`src/rtl/pdm_pkg.sv`:
```
// Shared constants, FSM state type and sample-width helper for the PDM microphone receiver.
package pdm_pkg;

    localparam int CLK_DIV_DEF = 25;
    localparam int DECIM_DEF   = 128;
    localparam int THRESH_DEF  = 32;

    typedef enum logic {
        IDLE = 1'b0,
        RUN  = 1'b1
    } pdm_state_e;

    // Width able to hold a ones count of 0..decim inclusive.
    function automatic int sw_of(input int decim);
        return $clog2(decim + 1);
    endfunction

endpackage

```
`src/rtl/pdm_mic_receiver_if.sv`:
```
// Microphone pins plus PCM sample/detect bus of the PDM receiver.
// slave = receiver side, master = the logic driving enable/M_DATA/detect_clr.
interface pdm_mic_receiver_if import pdm_pkg::*; #(
    parameter int DECIM = DECIM_DEF
);
    localparam int SW = sw_of(DECIM);

    logic          enable;
    logic          M_DATA;
    logic          M_CLK;
    logic          M_LRSEL;
    logic [SW-1:0] sample;
    logic          sample_valid;
    logic          sound_detect;
    logic          detect_clr;

    modport slave (
        input  enable, M_DATA, detect_clr,
        output M_CLK, M_LRSEL, sample, sample_valid, sound_detect
    );

    modport master (
        output enable, M_DATA, detect_clr,
        input  M_CLK, M_LRSEL, sample, sample_valid, sound_detect
    );

endinterface

```
`src/rtl/pdm_clkgen.sv`:
```
// M_CLK divider: toggles every CLK_DIV cycles while run is high, held cleared otherwise.
// rise is a registered one-cycle strobe in the first cycle M_CLK reads 1.
module pdm_clkgen import pdm_pkg::*; #(
    parameter int CLK_DIV = CLK_DIV_DEF
) (
    input  logic clk,
    input  logic rst_n,
    input  logic run,
    output logic m_clk,
    output logic rise
);
    localparam int            DW = $clog2(CLK_DIV);
    localparam logic [DW-1:0] TC = DW'(CLK_DIV - 1);

    logic [DW-1:0] div;

    always_ff @(posedge clk or negedge rst_n) begin
        if (!rst_n) begin
            div   <= '0;
            m_clk <= 1'b0;
            rise  <= 1'b0;
        end else if (!run) begin
            div   <= '0;
            m_clk <= 1'b0;
            rise  <= 1'b0;
        end else begin
            rise <= 1'b0;
            if (div == TC) begin
                div   <= '0;
                m_clk <= ~m_clk;
                rise  <= ~m_clk;
            end else begin
                div <= div + 1'b1;
            end
        end
    end

endmodule

```
`src/rtl/pdm_mic_receiver.sv`:
```
// PDM microphone receiver: drives M_CLK, counts ones over DECIM bits into PCM samples.
// Optional sticky sound detector built only when PDM_LEVEL_DETECT_EN is defined.
module pdm_mic_receiver import pdm_pkg::*; #(
    parameter int CLK_DIV = CLK_DIV_DEF,
    parameter int DECIM   = DECIM_DEF,
    parameter int THRESH  = THRESH_DEF
) (
    input  logic              CLK100MHZ,
    input  logic              CPU_RESETN,
    pdm_mic_receiver_if.slave bus
);
    localparam int            SW   = sw_of(DECIM);
    localparam logic [SW-1:0] LAST = SW'(DECIM - 1);

    pdm_state_e    state;
    logic [1:0]    m_sync;
    logic [SW-1:0] acc;
    logic [SW-1:0] bit_cnt;
    logic [SW-1:0] sample_q;
    logic [SW-1:0] acc_nxt;
    logic          valid_q;
    logic          run;
    logic          m_clk;
    logic          rise;
    logic          win_end;

    // Gating with enable stops M_CLK on the same edge that leaves RUN.
    assign run     = (state == RUN) && bus.enable;
    assign acc_nxt = acc + SW'(m_sync[1]);
    assign win_end = run && rise && (bit_cnt == LAST);

    pdm_clkgen #(.CLK_DIV(CLK_DIV)) u_clkgen (
        .clk   (CLK100MHZ),
        .rst_n (CPU_RESETN),
        .run   (run),
        .m_clk (m_clk),
        .rise  (rise)
    );

    always_ff @(posedge CLK100MHZ or negedge CPU_RESETN) begin
        if (!CPU_RESETN) m_sync <= 2'b00;
        else             m_sync <= {m_sync[0], bus.M_DATA};
    end

    always_ff @(posedge CLK100MHZ or negedge CPU_RESETN) begin
        if (!CPU_RESETN) begin
            state    <= IDLE;
            acc      <= '0;
            bit_cnt  <= '0;
            sample_q <= '0;
            valid_q  <= 1'b0;
        end else begin
            valid_q <= 1'b0;
            case (state)
                IDLE: begin
                    acc     <= '0;
                    bit_cnt <= '0;
                    if (bus.enable) state <= RUN;
                end
                RUN: begin
                    if (!bus.enable) begin
                        state   <= IDLE;
                        acc     <= '0;
                        bit_cnt <= '0;
                    end else if (rise) begin
                        if (bit_cnt == LAST) begin
                            sample_q <= acc_nxt;
                            valid_q  <= 1'b1;
                            acc      <= '0;
                            bit_cnt  <= '0;
                        end else begin
                            acc     <= acc_nxt;
                            bit_cnt <= bit_cnt + 1'b1;
                        end
                    end
                end
                default: state <= IDLE;
            endcase
        end
    end

    assign bus.M_CLK        = m_clk;
    assign bus.M_LRSEL      = 1'b0;
    assign bus.sample       = sample_q;
    assign bus.sample_valid = valid_q;

`ifdef PDM_LEVEL_DETECT_EN
    localparam logic signed [SW:0] HALF = (SW+1)'(DECIM / 2);
    localparam logic [SW:0]        THR  = (SW+1)'(THRESH);

    logic signed [SW:0] diff;
    logic [SW:0]        amp;
    logic               det_q;

    // Judged on the value being loaded into sample so the flag rises with sample_valid.
    assign diff = $signed({1'b0, acc_nxt}) - HALF;
    assign amp  = diff[SW] ? $unsigned(-diff) : $unsigned(diff);

    always_ff @(posedge CLK100MHZ or negedge CPU_RESETN) begin
        if (!CPU_RESETN)                 det_q <= 1'b0;
        else if (win_end && (amp > THR)) det_q <= 1'b1;
        else if (bus.detect_clr)         det_q <= 1'b0;
    end

    assign bus.sound_detect = det_q;
`else
    localparam int unused_thresh = THRESH;
    logic unused_sig;

    assign unused_sig       = bus.detect_clr ^ win_end;
    assign bus.sound_detect = 1'b0;
`endif

endmodule

```
`src/flat_wrapper.sv`:
```
// flat-port wrapper written by rule: the top's interface ports become plain ports
module pdm_mic_receiver_flat import pdm_pkg::*;
#(
    parameter int CLK_DIV = CLK_DIV_DEF,
    parameter int DECIM   = DECIM_DEF,
    parameter int THRESH  = THRESH_DEF
)
  (CLK100MHZ, CPU_RESETN, bus_enable, bus_M_DATA, bus_detect_clr, bus_M_CLK, bus_M_LRSEL, bus_sample, bus_sample_valid, bus_sound_detect);
  pdm_mic_receiver_if #(.DECIM(DECIM)) bus_i ();
  input  logic CLK100MHZ;
  input  logic CPU_RESETN;
  input wire logic [$bits(bus_i.enable)-1:0] bus_enable;
  input wire logic [$bits(bus_i.M_DATA)-1:0] bus_M_DATA;
  input wire logic [$bits(bus_i.detect_clr)-1:0] bus_detect_clr;
  output wire logic [$bits(bus_i.M_CLK)-1:0] bus_M_CLK;
  output wire logic [$bits(bus_i.M_LRSEL)-1:0] bus_M_LRSEL;
  output wire logic [$bits(bus_i.sample)-1:0] bus_sample;
  output wire logic [$bits(bus_i.sample_valid)-1:0] bus_sample_valid;
  output wire logic [$bits(bus_i.sound_detect)-1:0] bus_sound_detect;
  assign bus_i.enable = bus_enable;
  assign bus_i.M_DATA = bus_M_DATA;
  assign bus_i.detect_clr = bus_detect_clr;
  assign bus_M_CLK = bus_i.M_CLK;
  assign bus_M_LRSEL = bus_i.M_LRSEL;
  assign bus_sample = bus_i.sample;
  assign bus_sample_valid = bus_i.sample_valid;
  assign bus_sound_detect = bus_i.sound_detect;
  pdm_mic_receiver #(.CLK_DIV(CLK_DIV), .DECIM(DECIM), .THRESH(THRESH)) u_core (.CLK100MHZ(CLK100MHZ), .CPU_RESETN(CPU_RESETN), .bus(bus_i));
endmodule
```
`config.mk`:
```
export PLATFORM = sky130hd
export DESIGN_NAME = pdm_mic_receiver_flat
export DESIGN_NICKNAME = d
export VERILOG_FILES = /design/src/rtl/pdm_pkg.sv /design/src/rtl/pdm_mic_receiver_if.sv /design/src/rtl/pdm_clkgen.sv /design/src/rtl/pdm_mic_receiver.sv /design/src/flat_wrapper.sv
export SDC_FILE = /design/constraint.sdc
export NUM_CORES = 1
export LEC_CHECK = 0
export CAP_MARGIN = 40
export CORE_UTILIZATION = 26
export DETAILED_ROUTE_END_ITERATION = 7
export GPL_TIMING_DRIVEN = 0
export PLACE_DENSITY_LB_ADDON = 0.05
export SLEW_MARGIN = 20
export SYNTH_ARGS = -nofsm -noshare
export SYNTH_HDL_FRONTEND = slang
export SYNTH_HIERARCHICAL = 1
export SYNTH_SLANG_ARGS = --single-unit
```
`constraint.sdc`:
```
create_clock -name CLK100MHZ -period 3.1 [get_ports CLK100MHZ]
set_input_delay 0.62 -clock CLK100MHZ [delete_from_list [all_inputs] [get_ports CLK100MHZ]]
set_output_delay 0.62 -clock CLK100MHZ [all_outputs]
set_load 0.01 [all_outputs]
```
Fig. 1: run 1, routing congestion map
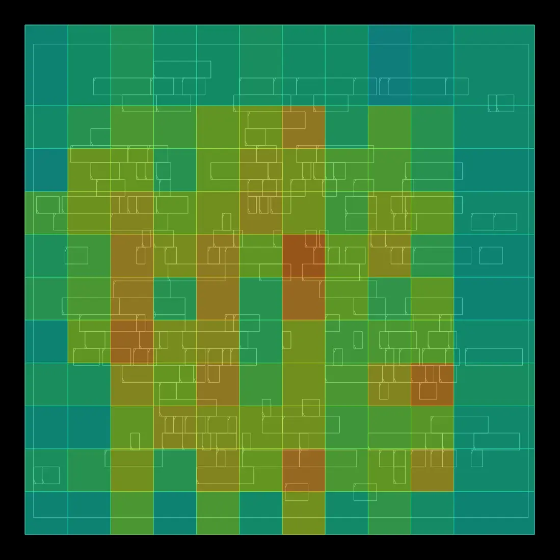
busiest metal layer after global routing: met2
global-route track usage on met1: 14.5%
global routing usage on met2: 17.2%
global-route total usage across every layer: 11.1%

Fig. 2: run 1, where the registers sit
The bar under the picture is 20 µm long. Other sequential cells in the stronger gray, the rest of the logic in the fainter gray.
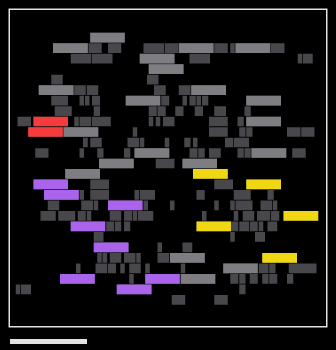
Key: red = u_core/m_sync [flops 2]; purple = u_core/bit_cnt [flops 8]; yellow = u_core/u_clkgen/div [flops 5]
Another 20 sequential cells are not colored.
FF+latch area: 876 µm²
power in sequential cells: 462 µW
utilization after layout: 33.1%
sequential portion of the cell area: 43.7%

Fig. 3: run 1, the metal 2 layer
The bar under the picture is 20 µm long.
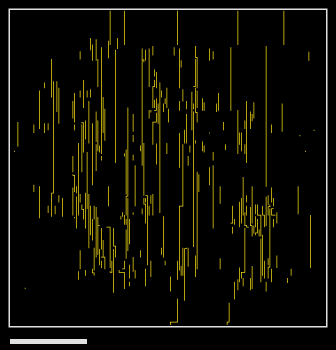
The wires run mostly vertical. The longest straight run is 36.4 µm. The layer carries 1520 µm of wire.
overall via count from detail_route: 1185
Final Routed Wirelength: 3.32 mm

Fig. 4: run 1, the metal 3 layer
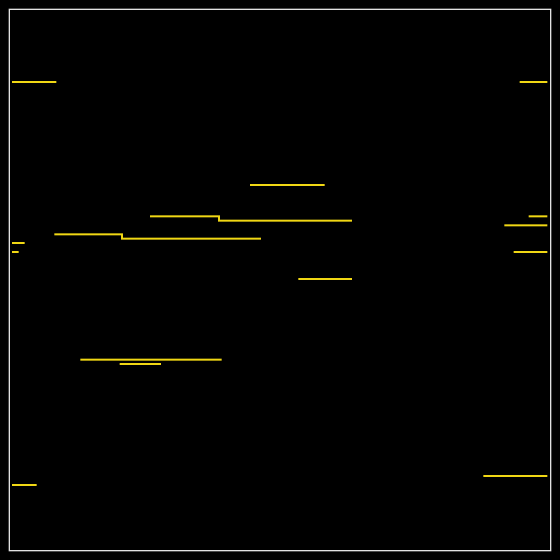
The longest straight run is 21.2 µm. The layer carries 148 µm of wire. The wires run mostly horizontal.
GR met3 Demand/Resource: 3.33%

run 1: cell families after synthesis:
| logic type | share of synthesized area (%) |
|---|---|
| AND-OR/OR-AND | 9.78 |
| XOR/XNOR | 8.43 |
| adder cells (fa/ha/maj) | 3.76 |
| buffers and inverters | 3.91 |
| flip-flops | 52.7 |
| multiplexers | 4.29 |
| other | 0.226 |
| AND/OR/NAND/NOR | 16.9 |
run 1: final cells by class:
| class | count | area, µm² |
|---|---|---|
| fillers | 631 | 4060 |
| flip-flops and latches | 35 | 876 |
| multi-input cells | 108 | 726 |
| repair buffers | 14 | 145 |
| clock buffers | 8 | 100 |
| well taps | 75 | 93.8 |
| plain buffers | 7 | 42.5 |
| inverters | 6 | 22.5 |
==> flow_summary.ini, run 1 <==
; implementation run metrics
[run_status]
run_status = finished clean

[power]
share_comb_of_total_power_pct = 3.9
seq_power_share_pct = 53.6
power-per-cell-area_nw_per_um2 = 429
clock_power_share_pct = 42.5
combinationalPower_uw = 33.2
largestPowerGroup = sequential cells
design_power_uw = 861
intPower_uw = 673
power.leakage_nw = 0.858
worst_ir_drop_vdd_mv = 0.200

[grt]
first_pass_grt_wire_length_mm = 5.40
grt_pass1_vias = 1063
grt_overflow_total = 0
largest_net_degree_at_the_start_of_global_routing = 25
grt_antenna_before_repair = 0

[cts]
cts.root.buffer_cell = sky130_fd_sc_hd__clkbuf_8
cts.repair.resized = 0
clkLatencyLatePin_ns = 0.28
post_cts_setup_bufs = 0
htree_num_levels = 2
tritoncts = yes
clock_tree.buffer_depth = 2
tritoncts_num_sinks = 35
cts_hold_repair.buffers = 0

[final_timing]
timing.final.setup_violations = 0
fin_tns_setup_ns = 0
layout_min_cycle_time_ns = 2.22
finalHoldViolations = 0
fmax_ghz = 0.451
period_used_pct = 71.6
rsz0062_at_grt = false
hold-worst-slack_ns = 0.219
maxSlewViolCount = 0

[setup_path]
timing.critical_path.arrival_ns = 2.42
cp_cell_sequence = clkdlybuf4s50_1 -> nand2_1 -> inv_1 -> o311a_2 -> clkbuf_1 -> o21ai_0 -> a31oi_1
worstPathRequired_ns = 3.30
critical-path-top-delay-family = buffers and inverters
timing.critical_path.slowest_cell_delay_ns = 0.51
critPathKind = in2reg
timing.reg2reg.setup_slack_ns = 1.00
regToRegStartpoint = u_core/bit_cnt[0]$_DFFE_PN0P_
crit_path_top_delay_cell = sky130_fd_sc_hd__clkdlybuf4s50_1
reg2regPathDepth = 6
setup.worst_path.start_class = input pin
timing.critical_path.from = bus_enable
critPathBufInv = 3
critical_path_cell_count = 7
endpoint = u_core/acc[5]$_DFFE_PN0P_
rr_endpoint = u_core/bus.sample[0]$_DFFE_PN0P_
crit_path_max_fanout = 10

[job]
tool_warnings = 29
max-cap-violations = 0

[logic_synthesis]
synthesis.area_per_instance_um2 = 10.7
synth_top_cell_by_area = sky130_fd_sc_hd__dfrtp_1
synth.yosys.num_cells = 155
yosys.area.top_type_share_pct = 52.7
async_set_or_reset_register_ratio_after_synthesis_pct = 100
ys_chip_area_um2 = 1660
yosysWarnings = 6
netlist_instances = 155
synth_sequential_area_ratio_pct = 52.7
most_common_reg_cell = sky130_fd_sc_hd__dfrtp_1
synth.cell_area_um2 = 1660
yosys-top-cells-count = 35 x sky130_fd_sc_hd__dfrtp_1, 14 x sky130_fd_sc_hd__nor2_1, 13 x sky130_fd_sc_hd__nand2_1, 12 x sky130_fd_sc_hd__o21ai_0, 10 x sky130_fd_sc_hd__xnor2_1
post_synth_num_cell_types = 35

[layout]
final_cell_area_excluding_filler_cells_um2 = 2010
number_of_standard_cells_in_the_layout_taps_in_and_fillers_out = 253
final_cell_mix = 35 x sky130_fd_sc_hd__dfrtp_1, 14 x sky130_fd_sc_hd__nor2_1, 13 x sky130_fd_sc_hd__nand2_1
layout_top_cell_excl_fill_tap = sky130_fd_sc_hd__dfrtp_1
diodes = 0

[routing]
routed_via_density = 4.68
highest-signal-layer = met4
route.met3.wl_um = 147
wl_per_cell_um = 13.1
route.antenna.remaining_nets = 0
dr.first_iter.drc_count = 45
drtPass1Iterations = 4

[placement]
hpwl_mm = 2.32
routabilityCongestion = 0.736
placement.io_buffers = 13
placedInstanceArea_um2 = 1910

[floorplan]
floorplan.rows = 28
std_cell_core_area_um2 = 6060
dieHeight_um = 82.0
design.portCount = 17
initial_core_util_pct = 27.4
die_span_x_um = 82.0
Fig. 5: run 1, logic cells by family
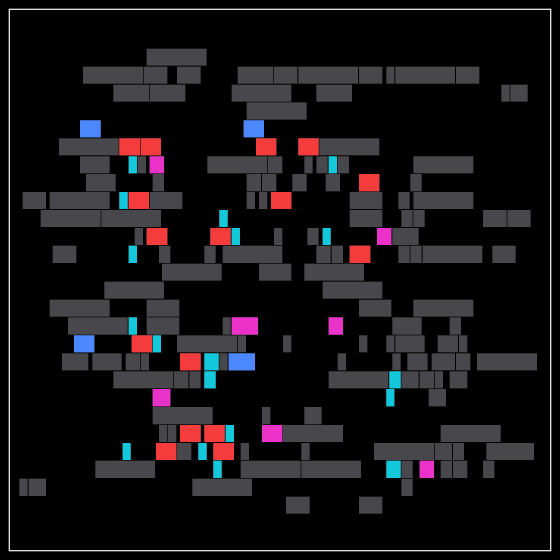

==> run 1 -> run 2 <==
==> constraint.sdc (replaced) <==
create_clock -name CLK100MHZ -period 2.2 [get_ports CLK100MHZ]
set_input_delay 0.44 -clock CLK100MHZ [delete_from_list [all_inputs] [get_ports CLK100MHZ]]
set_output_delay 0.44 -clock CLK100MHZ [all_outputs]
set_load 0.01 [all_outputs]
Fig. 6: run 2, logic cells by family
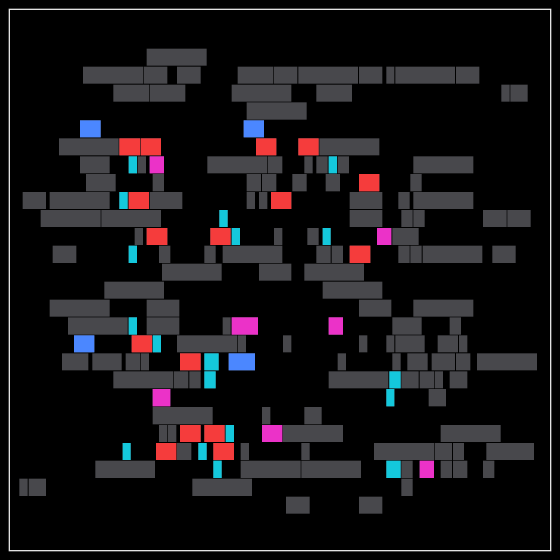
Key: red = XOR/XNOR gates [cells 16]; magenta = AND and OR gates [cells 7]; cyan = NOR gates [cells 18]; blue = AND-OR and OR-AND gates [cells 4]
number of standard cells in the layout, taps in and fillers out: 252
most common cell after layout, fill and taps aside: sky130_fd_sc_hd__dfrtp_1

Fig. 7: run 2, the metal 3 layer
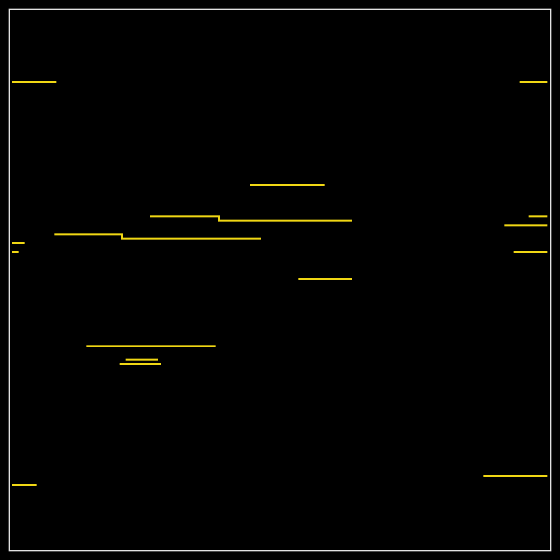
The wires run mostly horizontal. 13 nets have wire on it.

==> flow_summary.ini, run 2 <==
; implementation run metrics
[logic_synthesis]
synth_top_cell_by_area = sky130_fd_sc_hd__dfrtp_1
yosys.area.top_type_share_pct = 52.7
synth.cell_area_um2 = 1660
synthesis.area_per_instance_um2 = 10.7
compound_area_share_pct = 9.78
yosys-top-cells-count = 35 x sky130_fd_sc_hd__dfrtp_1, 14 x sky130_fd_sc_hd__nor2_1, 13 x sky130_fd_sc_hd__nand2_1, 12 x sky130_fd_sc_hd__o21ai_0, 10 x sky130_fd_sc_hd__xnor2_1
yosys-dominant-comb-family = simple AND/OR/NAND/NOR gates
yosysWarnings = 6
most_common_reg_cell = sky130_fd_sc_hd__dfrtp_1
netlist_instances = 155

[grt]
grt_pass1_vias = 1063
first_pass_grt_wire_length_mm = 5.40
grt_overflow_total = 0
largest_net_degree_at_the_start_of_global_routing = 25

[layout]
clock_tree_area_fraction_pct = 5.00
ff_latch_area_um2 = 876
layout.non_clock_buffers = 20
sh_comb_area_pct = 36.3
num-fill-cells = 633
sequential_cell_count = 35
largestClassByArea = registers
non_clock_buffer_area_share_pct = 9.19
diodes = 0
seq_share_pct = 43.8
num-clock-buffers = 8
final_cell_mix = 35 x sky130_fd_sc_hd__dfrtp_1, 14 x sky130_fd_sc_hd__nor2_1, 13 x sky130_fd_sc_hd__nand2_1
count_of_inverters_other_than_clock_inverters_in_the_layout = 6

[final_timing]
finalHoldViolations = 0
hold-worst-slack_ns = 0.0396
fmax_ghz = 0.478
rsz0062_at_grt = false
timing.final.setup_violations = 0
fin_tns_setup_ns = 0
period_used_pct = 95.1
maxSlewViolCount = 0

[power]
combinationalPower_uw = 46.6
worst_ir_drop_vdd_mv = 0.282
power.sequential.total_uw = 651
power.leakage_nw = 0.857
largestPowerGroup = sequential cells
share_comb_of_total_power_pct = 3.8
power-per-cell-area_nw_per_um2 = 606

[cts]
clkLatencyLatePin_ns = 0.28
tritoncts_num_sinks = 35
cts.repair.resized = 0

[placement]
hpwl_mm = 2.32
placedInstanceArea_um2 = 1910
placement.io_buffers = 13
routabilityCongestion = 0.736

[setup_path]
setup.worst_path.start_class = flip-flop
crit_path_max_fanout = 9
critical_path_cell_count = 6
rr_endpoint = u_core/bus.sample[0]$_DFFE_PN0P_
reg2regPathDepth = 6
critPathBufInv = 1
crit_path_top_delay_cell = sky130_fd_sc_hd__or4_4
regToRegStartpoint = u_core/bit_cnt[0]$_DFFE_PN0P_
worstPathRequired_ns = 2.37
critical-path-top-delay-family = simple AND/OR/NAND/NOR gates
cp_cell_sequence = ha_1 -> nand4_1 -> or4_4 -> or2_1 -> buf_6 -> mux2_4

[routing]
dr.first_iter.drc_count = 38
highest-signal-layer = met4
routed_via_density = 4.67
route.antenna.remaining_nets = 0
route.met3.wl_um = 150

[floorplan]
floorplan.rows = 28
tapcell.inserted = 75
initial_core_util_pct = 27.4

[run_status]
run_status = finished clean

[job]
tool_warnings = 29
max-cap-violations = 0
==> run 2: cell counts after synthesis <==
No cell type changed its count.
==> run 2: layer usage <==
layer | up-vias | global-route usage [%]
li1 | 581 | -
met1 | 572 | 14.5
met2 | 22 | 17.2
met3 | 2 | 3.33
met4 | 0 | 4.21
met5 | - | 0
==> run 2: metrics by stage <==
stage                     power [mW]  utilization (%)  instances  setup slack [ns]
after floorplan                0.681                -        156             0.271
after global placement         0.708             31.2        244            -0.178
after detailed placement       0.712             31.4        245            -0.179
after CTS                       1.24             33.1        253             0.102
after global routing            1.28             33.0        252         0.0000495
final                           1.21             33.0        252             0.108
==> run 2 -> run 3 <==
--- a/config.mk
+++ b/config.mk
@@ -5,7 +5,7 @@
 export SDC_FILE = /design/constraint.sdc
 export NUM_CORES = 1
 export LEC_CHECK = 0
-export CAP_MARGIN = 40
+export CAP_MARGIN = 20
 export CORE_UTILIZATION = 26
 export DETAILED_ROUTE_END_ITERATION = 7
 export GPL_TIMING_DRIVEN = 0
Fig. 8: run 3, routing congestion map
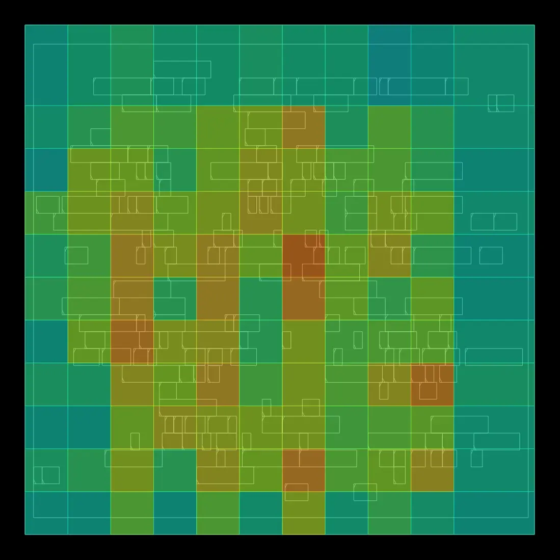
utilization after layout: 33.0%
detailed-route wire length per cell: 13.2 µm

==> flow_summary.ini, run 3 <==
; implementation run metrics
[logic_synthesis]
compound_area_share_pct = 9.78
netlist_instances = 155
most_common_reg_cell = sky130_fd_sc_hd__dfrtp_1
yosysWarnings = 6
synth_top_cell_by_area = sky130_fd_sc_hd__dfrtp_1
simple_gate_share_pct = 16.9
synthesis.area_per_instance_um2 = 10.7
post_synth_num_cell_types = 35
yosys-dominant-comb-family = simple AND/OR/NAND/NOR gates
yosys.area.top_type_share_pct = 52.7
yosys.area_share.xor_xnor_pct = 8.43
yosys-top-cells-count = 35 x sky130_fd_sc_hd__dfrtp_1, 14 x sky130_fd_sc_hd__nor2_1, 13 x sky130_fd_sc_hd__nand2_1, 12 x sky130_fd_sc_hd__o21ai_0, 10 x sky130_fd_sc_hd__xnor2_1
synth.yosys.num_cells = 155
synth_sequential_area_ratio_pct = 52.7
synth.ff_latch_count = 35
yosys.area_share.adder_pct = 3.76
number_of_enable_flip_flop_cells = 0
synth.cell_area_um2 = 1660
async_set_or_reset_register_ratio_after_synthesis_pct = 100
post_synth_mux_area_share_pct = 4.29
synth_top_cell_by_count = sky130_fd_sc_hd__dfrtp_1
ys_chip_area_um2 = 1660

[setup_path]
critPathKind = reg2reg
rr_endpoint = u_core/bus.sample[0]$_DFFE_PN0P_
regToRegStartpoint = u_core/bit_cnt[0]$_DFFE_PN0P_
cp_cell_sequence = ha_1 -> nand4_1 -> or4_4 -> or2_1 -> buf_6 -> mux2_4
crit_path_max_fanout = 9
setup.worst_path.start_class = flip-flop
endpoint = u_core/bus.sample[0]$_DFFE_PN0P_
worstPathRequired_ns = 2.37
timing.critical_path.from = u_core/bit_cnt[0]$_DFFE_PN0P_
critical_path_cell_count = 6
setup.worst_path.end_class = flip-flop
crit_path_top_delay_cell = sky130_fd_sc_hd__or4_4
timing.critical_path.slowest_cell_delay_ns = 0.55
timing.critical_path.arrival_ns = 2.26
reg2regPathDepth = 6
critical-path-top-delay-family = simple AND/OR/NAND/NOR gates
timing.reg2reg.setup_slack_ns = 0.11
critPathBufInv = 1

[cts]
clock_tree.buffer_depth = 2
tritoncts = yes
clkLatencyLatePin_ns = 0.28
cts.root.buffer_cell = sky130_fd_sc_hd__clkbuf_8
clk_pin_slew_worst_paths_ns = 0.07
post_cts_setup_bufs = 0
cts.repair.resized = 0
cts_inserted_buffers = 5
htree_num_levels = 2
tritoncts_num_sinks = 35
cts_hold_repair.buffers = 0

[layout]
final_cell_mix = 35 x sky130_fd_sc_hd__dfrtp_1, 14 x sky130_fd_sc_hd__nor2_1, 13 x sky130_fd_sc_hd__nand2_1
num-fill-cells = 633
diodes = 0
areaGrowthSynthToFinish_pct = 20.4
drive_above_1_share_pct = 12.4
layout_top_cell_excl_fill_tap = sky130_fd_sc_hd__dfrtp_1

[routing]
postRouteWirelength_mm = 3.33
highest-signal-layer = met4
routed-via-count = 1177
wl_met1_mm = 1.63
route.antenna.remaining_nets = 0
drtPass1Iterations = 4
route.met3.wl_um = 150
dr.first_iter.drc_count = 38
drc_errors = 0
routed_via_density = 4.67

[floorplan]
design.portCount = 17
initial_core_util_pct = 27.4
floorplan.rows = 28
dieHeight_um = 82.0
die_span_x_um = 82.0
std_cell_core_area_um2 = 6060
die-area_um2 = 6720

[power]
clk-power_uw = 516
worst_ir_drop_vdd_mv = 0.282
seq_power_share_pct = 53.6
power-per-cell-area_nw_per_um2 = 606
power.sequential.total_uw = 651
largestPowerGroup = sequential cells
clock_power_share_pct = 42.6
share_comb_of_total_power_pct = 3.8
design_power_mw = 1.21
power.leakage_nw = 0.857
combinationalPower_uw = 46.6
intPower_uw = 948
netSwitchingFraction_pct = 21.9

[final_timing]
period_used_pct = 95.1
clock-skew-final_ns = 0.00230
fmax_ghz = 0.478
finalHoldViolations = 0
maxSlewViolCount = 0
timing.final.ws_setup_ns = 0.108
timing.final.setup_violations = 0
layout_min_cycle_time_ns = 2.09
rsz0062_at_grt = false

[grt]
largest_net_degree_at_the_start_of_global_routing = 25
grt.busiest_layer = met2
grt_antenna_before_repair = 0
first_pass_grt_wire_length_mm = 5.40
grt_overflow_total = 0
grt.met1_usage_pct = 14.5
grtUsageTotal_pct = 11.1
globalRouteMet3Util_pct = 3.33
use_met2_pct = 17.2
grt_pass1_vias = 1063

[run_status]
run_status = finished clean

[min_path]
worst_hold_path_type = in2async

[job]
tool_warnings = 29
max-cap-violations = 0

[placement]
hpwl_mm = 2.32
pre_cts_slack_ns = -0.179
routabilityCongestion = 0.736
placement.io_buffers = 13
Fig. 9: run 3, logic cells by family
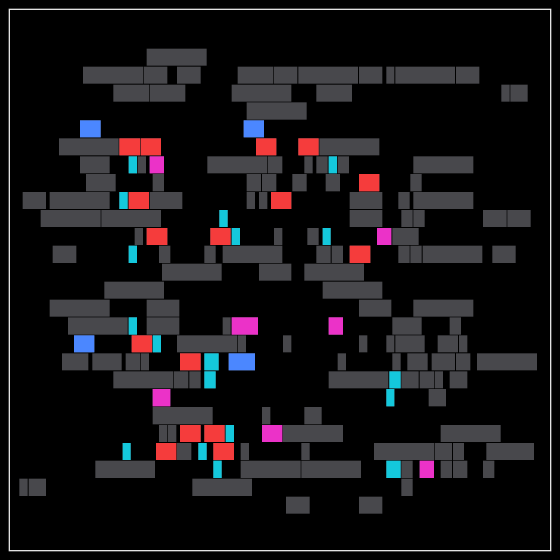
Key: red = XOR/XNOR gates [cells 16]; cyan = NOR gates [cells 18]; magenta = AND and OR gates [cells 7]; blue = AND-OR and OR-AND gates [cells 4]

run 3: cell counts after synthesis:
Identical to the previous run, type by type.
run 3: metrics by stage:
stage                     hold slack [ns]  TNS, ns  std cells  instance area (µm²)  utilization (%)
final                              0.0396        0        252                 2000             33.0
after global routing               0.0481        0        252                 2000             33.0
after CTS                          0.0350        0        253                 2010             33.1
after detailed placement            0.345   -0.540        245                 1910             31.4
after global placement              0.348    -6.57        244                 1890             31.2
after floorplan                     0.144        0        156                 1670                -
run 3: cell type report:
class | instances | area (µm²) | area share, %
multi-input combinational | 108 | 726 | 36.3
buffer | 6 | 38.8 | 1.94
timing repair buffer | 14 | 145 | 7.25
clock buffer | 8 | 100 | 5.00
tap | 75 | 93.8 | 4.69
inverter | 6 | 22.5 | 1.13
sequential | 35 | 876 | 43.8
Power and IR drop assume default switching activity.
